Signal wires on met1:
Scale bar: 50 um. Supply wires on this layer in gray.
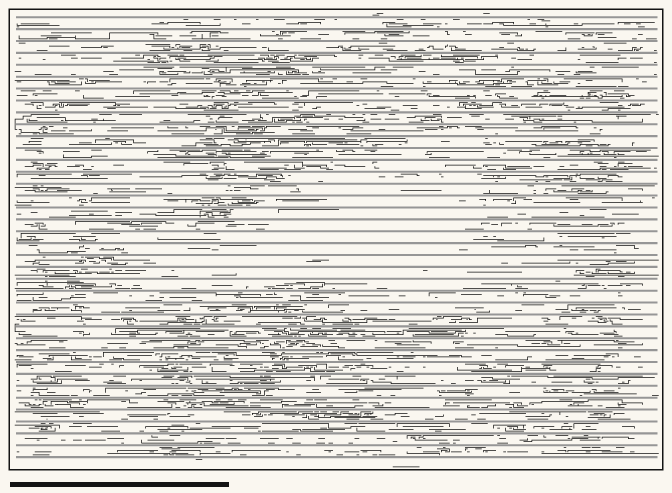
M2 wires:
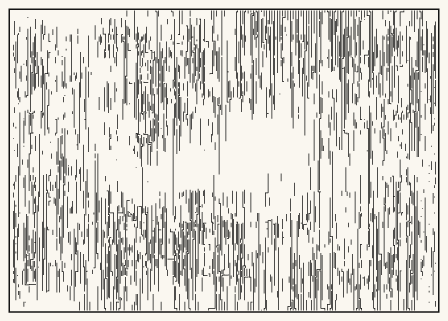
Signal wires on met3:
Scale bar: 50 um. Cells faint in the background.
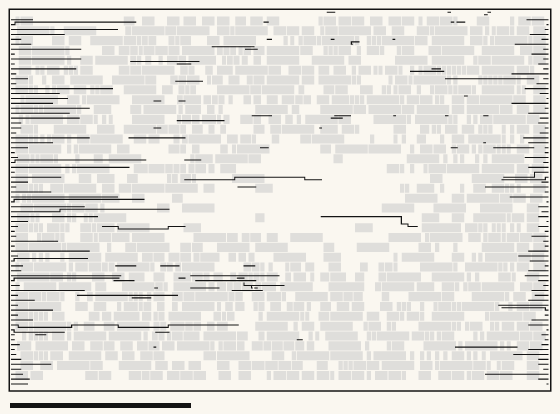
`config.mk`:
```
export PLATFORM = sky130hd
export DESIGN_NAME = dm_cache_miss_unit
export DESIGN_NICKNAME = d
export VERILOG_FILES = /design/src/rtl/cache_pkg.sv /design/src/rtl/sat_counter.sv /design/src/rtl/dm_cache_miss_unit.sv
export SDC_FILE = /design/constraint.sdc
export NUM_CORES = 1
export LEC_CHECK = 0
export CAP_MARGIN = 5
export CORE_ASPECT_RATIO = 0.7
export CORE_UTILIZATION = 48
export CTS_BUF_LIST = sky130_fd_sc_hd__clkbuf_4 sky130_fd_sc_hd__clkbuf_8
export DETAILED_ROUTE_END_ITERATION = 16
export GPL_ROUTABILITY_DRIVEN = 0
export PLACE_DENSITY = 0.88
export SKIP_CTS_REPAIR_TIMING = 1
export SLEW_MARGIN = 10
export SYNTH_ARGS = -nofsm -noshare
export SYNTH_HDL_FRONTEND = slang
export SYNTH_SLANG_ARGS = --single-unit
```
`constraint.sdc`:
```
create_clock -name clk -period 4.8 [get_ports clk]
set_input_delay 0.96 -clock clk [delete_from_list [all_inputs] [get_ports clk]]
set_output_delay 0.96 -clock clk [all_outputs]
set_load 0.05 [all_outputs]
```
`src/rtl/cache_pkg.sv`:
```
// Shared definitions for the direct-mapped cache: geometry, address slicing
// helpers, miss-unit state encoding and the memory request payload.
package cache_pkg;

  localparam int unsigned ADDR_W   = 32;
  localparam int unsigned OFFSET_W = 2;
  localparam int unsigned INDEX_W  = 14;
  localparam int unsigned TAG_W    = ADDR_W - INDEX_W - OFFSET_W;
  localparam int unsigned DATA_W   = 32;
  localparam int unsigned CNT_W    = 32;

  typedef enum logic [1:0] {
    S_IDLE,
    S_REQ,
    S_WAIT_RSP,
    S_FILL
  } miss_state_e;

  typedef struct packed {
    logic              we;
    logic [ADDR_W-1:0] addr;
    logic [DATA_W-1:0] wdata;
  } mem_req_t;

  // Line index: the bits just above the word offset.
  function automatic logic [INDEX_W-1:0] addr_index(input logic [ADDR_W-1:0] addr);
    return INDEX_W'(addr >> OFFSET_W);
  endfunction

  // Tag: everything above the index.
  function automatic logic [TAG_W-1:0] addr_tag(input logic [ADDR_W-1:0] addr);
    return TAG_W'(addr >> (OFFSET_W + INDEX_W));
  endfunction

  // Word-aligned byte address (offset bits cleared).
  function automatic logic [ADDR_W-1:0] addr_word(input logic [ADDR_W-1:0] addr);
    return addr & ~ADDR_W'((1 << OFFSET_W) - 1);
  endfunction

endpackage

```
`src/rtl/sat_counter.sv`:
```
// Up-counter that sticks at all-ones instead of wrapping.
module sat_counter #(
  parameter int unsigned W = 32
) (
  input  logic         clk,
  input  logic         rst_n,
  input  logic         en,
  output logic [W-1:0] count
);

  always_ff @(posedge clk or negedge rst_n) begin
    if (!rst_n) begin
      count <= '0;
    end else if (en && (count != {W{1'b1}})) begin
      count <= count + W'(1);
    end
  end

endmodule

```
`src/rtl/dm_cache_miss_unit.sv`:
```
// Miss handler behind the direct-mapped lookup: one miss at a time, load
// misses fetched and filled, store misses written through without allocate.
module dm_cache_miss_unit
  import cache_pkg::*;
(
  input  logic               clk,
  input  logic               rst_n,
  input  logic               miss_valid,
  output logic               miss_ready,
  input  logic               miss_is_store,
  input  logic [ADDR_W-1:0]  miss_addr,
  input  logic [DATA_W-1:0]  miss_wdata,
  output logic               mem_req_valid,
  input  logic               mem_req_ready,
  output logic               mem_req_we,
  output logic [ADDR_W-1:0]  mem_req_addr,
  output logic [DATA_W-1:0]  mem_req_wdata,
  input  logic               mem_rsp_valid,
  input  logic [DATA_W-1:0]  mem_rsp_data,
  output logic               fill_valid,
  output logic [INDEX_W-1:0] fill_index,
  output logic [TAG_W-1:0]   fill_tag,
  output logic [DATA_W-1:0]  fill_data,
  output logic               busy,
  output logic [CNT_W-1:0]   load_miss_cnt,
  output logic [CNT_W-1:0]   store_miss_cnt
);

  miss_state_e        state, state_nxt;
  mem_req_t           req_q, req_nxt;
  logic [INDEX_W-1:0] index_nxt;
  logic [TAG_W-1:0]   tag_nxt;
  logic [DATA_W-1:0]  fill_data_nxt;
  logic               accept;
  logic               load_en;
  logic               store_en;

  assign accept = miss_valid && miss_ready;

  // Next state plus the payload captured on accept / response.
  always_comb begin
    state_nxt     = state;
    req_nxt       = req_q;
    index_nxt     = fill_index;
    tag_nxt       = fill_tag;
    fill_data_nxt = fill_data;
    load_en       = 1'b0;
    store_en      = 1'b0;
    unique case (state)
      S_IDLE: begin
        if (accept) begin
          state_nxt     = S_REQ;
          req_nxt.we    = miss_is_store;
          req_nxt.addr  = addr_word(miss_addr);
          req_nxt.wdata = miss_wdata;
          index_nxt     = addr_index(miss_addr);
          tag_nxt       = addr_tag(miss_addr);
          load_en       = !miss_is_store;
          store_en      = miss_is_store;
        end
      end
      S_REQ: begin
        if (mem_req_ready) begin
          state_nxt = req_q.we ? S_IDLE : S_WAIT_RSP;
        end
      end
      S_WAIT_RSP: begin
        if (mem_rsp_valid) begin
          fill_data_nxt = mem_rsp_data;
          state_nxt     = S_FILL;
        end
      end
      S_FILL: begin
        state_nxt = S_IDLE;
      end
      default: begin
        state_nxt = S_IDLE;
      end
    endcase
  end

  // Handshake flags are registered from the next state so they line up with it.
  always_ff @(posedge clk or negedge rst_n) begin
    if (!rst_n) begin
      state         <= S_IDLE;
      req_q         <= '0;
      fill_index    <= '0;
      fill_tag      <= '0;
      fill_data     <= '0;
      miss_ready    <= 1'b1;
      mem_req_valid <= 1'b0;
      fill_valid    <= 1'b0;
      busy          <= 1'b0;
    end else begin
      state         <= state_nxt;
      req_q         <= req_nxt;
      fill_index    <= index_nxt;
      fill_tag      <= tag_nxt;
      fill_data     <= fill_data_nxt;
      miss_ready    <= (state_nxt == S_IDLE);
      mem_req_valid <= (state_nxt == S_REQ);
      fill_valid    <= (state_nxt == S_FILL);
      busy          <= (state_nxt != S_IDLE);
    end
  end

  assign mem_req_we    = req_q.we;
  assign mem_req_addr  = req_q.addr;
  assign mem_req_wdata = req_q.wdata;

  sat_counter #(.W(CNT_W)) u_load_cnt (
    .clk   (clk),
    .rst_n (rst_n),
    .en    (load_en),
    .count (load_miss_cnt)
  );

  sat_counter #(.W(CNT_W)) u_store_cnt (
    .clk   (clk),
    .rst_n (rst_n),
    .en    (store_en),
    .count (store_miss_cnt)
  );

endmodule

```
==> flow_metrics.tcl <==
# flow metrics
set metrics [dict create \
    synth_top_flop_cell "dfrtp_1" \
    postSynth.asyncResetShare_pct 100 \
    numPortBuffers 292 \
    register_area_mm2 0.00413 \
    buffer_area_share_pct 28.2 \
    hold_violations 0 \
    crit_family "buffers and inverters" \
    synth_cells 766 \
    netlist.area_leader.share_pct 56.4 \
    vias_per_cell 5.14 \
    worstPathRequired_ns 3.84 \
    leakage_nw 4.87 \
    maxSlewHeadroom_pct 38.6 \
    endpoint_kind "primary output" \
    drt_iter0_markers 447 \
    drtPass1Iterations 5 \
    top_layer "met4" \
    met1_usage_pct 31.4 \
    yosys.area_share.simple_pct 29.3 \
    worstSetupPathType "reg -> out" \
    r2r_slack_ns 2.28 \
    top_cells_by_area "dfrtp_1, nand2_1, xnor2_1, buf_4, xor2_1" \
    n_all_buffers 297 \
    fp.dieW_um 149 \
    slew_violations 0 \
    busiest_layer "met2" \
    wl_met2_um 9670 \
    n_tap_cell 195 \
    biggestCellCategory "flip-flops and latches" \
    drcViolationCount 0 \
    tightestPinTransition_ns 0.920 \
    warnings 30 \
    maxPowerGroup "combinational cells" \
    edf_count 0 \
    clkLatencyLatePin_ns 0.44 \
    clock_skew_ns 0.0174 \
    p_clk_uw 987 \
    slowest_delay_ns 0.88 \
    synth_flops 165 \
    cp-start-kind "register" \
    numCtsBuffers 17 \
    rows 37 \
    fill_cells 1088 \
    tns_ns 0 \
    met3_usage_pct 7.86 \
    overflow 0 \
    grtUsageTotal_pct 25.8 \
    status "finished clean" \
    ios 297 \
    logic_gate_count 536 \
    drt-met1-wl_um 7850 \
    synthTopCellsByCount "nand2_1, dfrtp_1, xnor2_1" \
    pg_comb_mw 3.82 \
    cts_sinks 165 \
]
-- 'signal wires on met1' (at the start) --
main direction = horizontal
wire length on this layer = 7850 um

-- 'M2 wires' (at the start) --
wire length on this layer = 9670 um
main direction = vertical
longest straight run = 47.1 um
share of all routed wire = 50%
nets with wire on the layer = 961
Vias: 6332
final WL: 19500 um
met2 usage: 43.2%

-- 'signal wires on met3' (at the start) --
wire length on this layer = 1590 um
share of all routed wire = 8.2%
nets with wire on the layer = 189
main direction = horizontal

[worst max-delay path by stage]
stage	startpoint	endpoint	cells past startpoint
floorplan	miss_valid	u_store_cnt.count[24]	6
global placement	miss_valid	u_store_cnt.count[24]	6
detailed placement	miss_valid	u_store_cnt.count[24]	6
CTS	u_store_cnt.count[7]	store_miss_cnt[7]	1
global route	u_store_cnt.count[7]	store_miss_cnt[7]	1
finish	u_store_cnt.count[7]	store_miss_cnt[7]	1
[through the flow]
stage / power, mW / hold WS, ns / util, %
floorplan: 4.73 / 0.530 / -
global placement: 5.91 / 0.456 / 68.7
detailed placement: 5.97 / 0.461 / 68.7
CTS: 6.97 / 0.484 / 71.3
global route: 7.27 / 0.509 / 71.3
finish: 6.92 / 0.479 / 71.3
Power figures rest on the tool's default switching activity, not on a simulated workload.
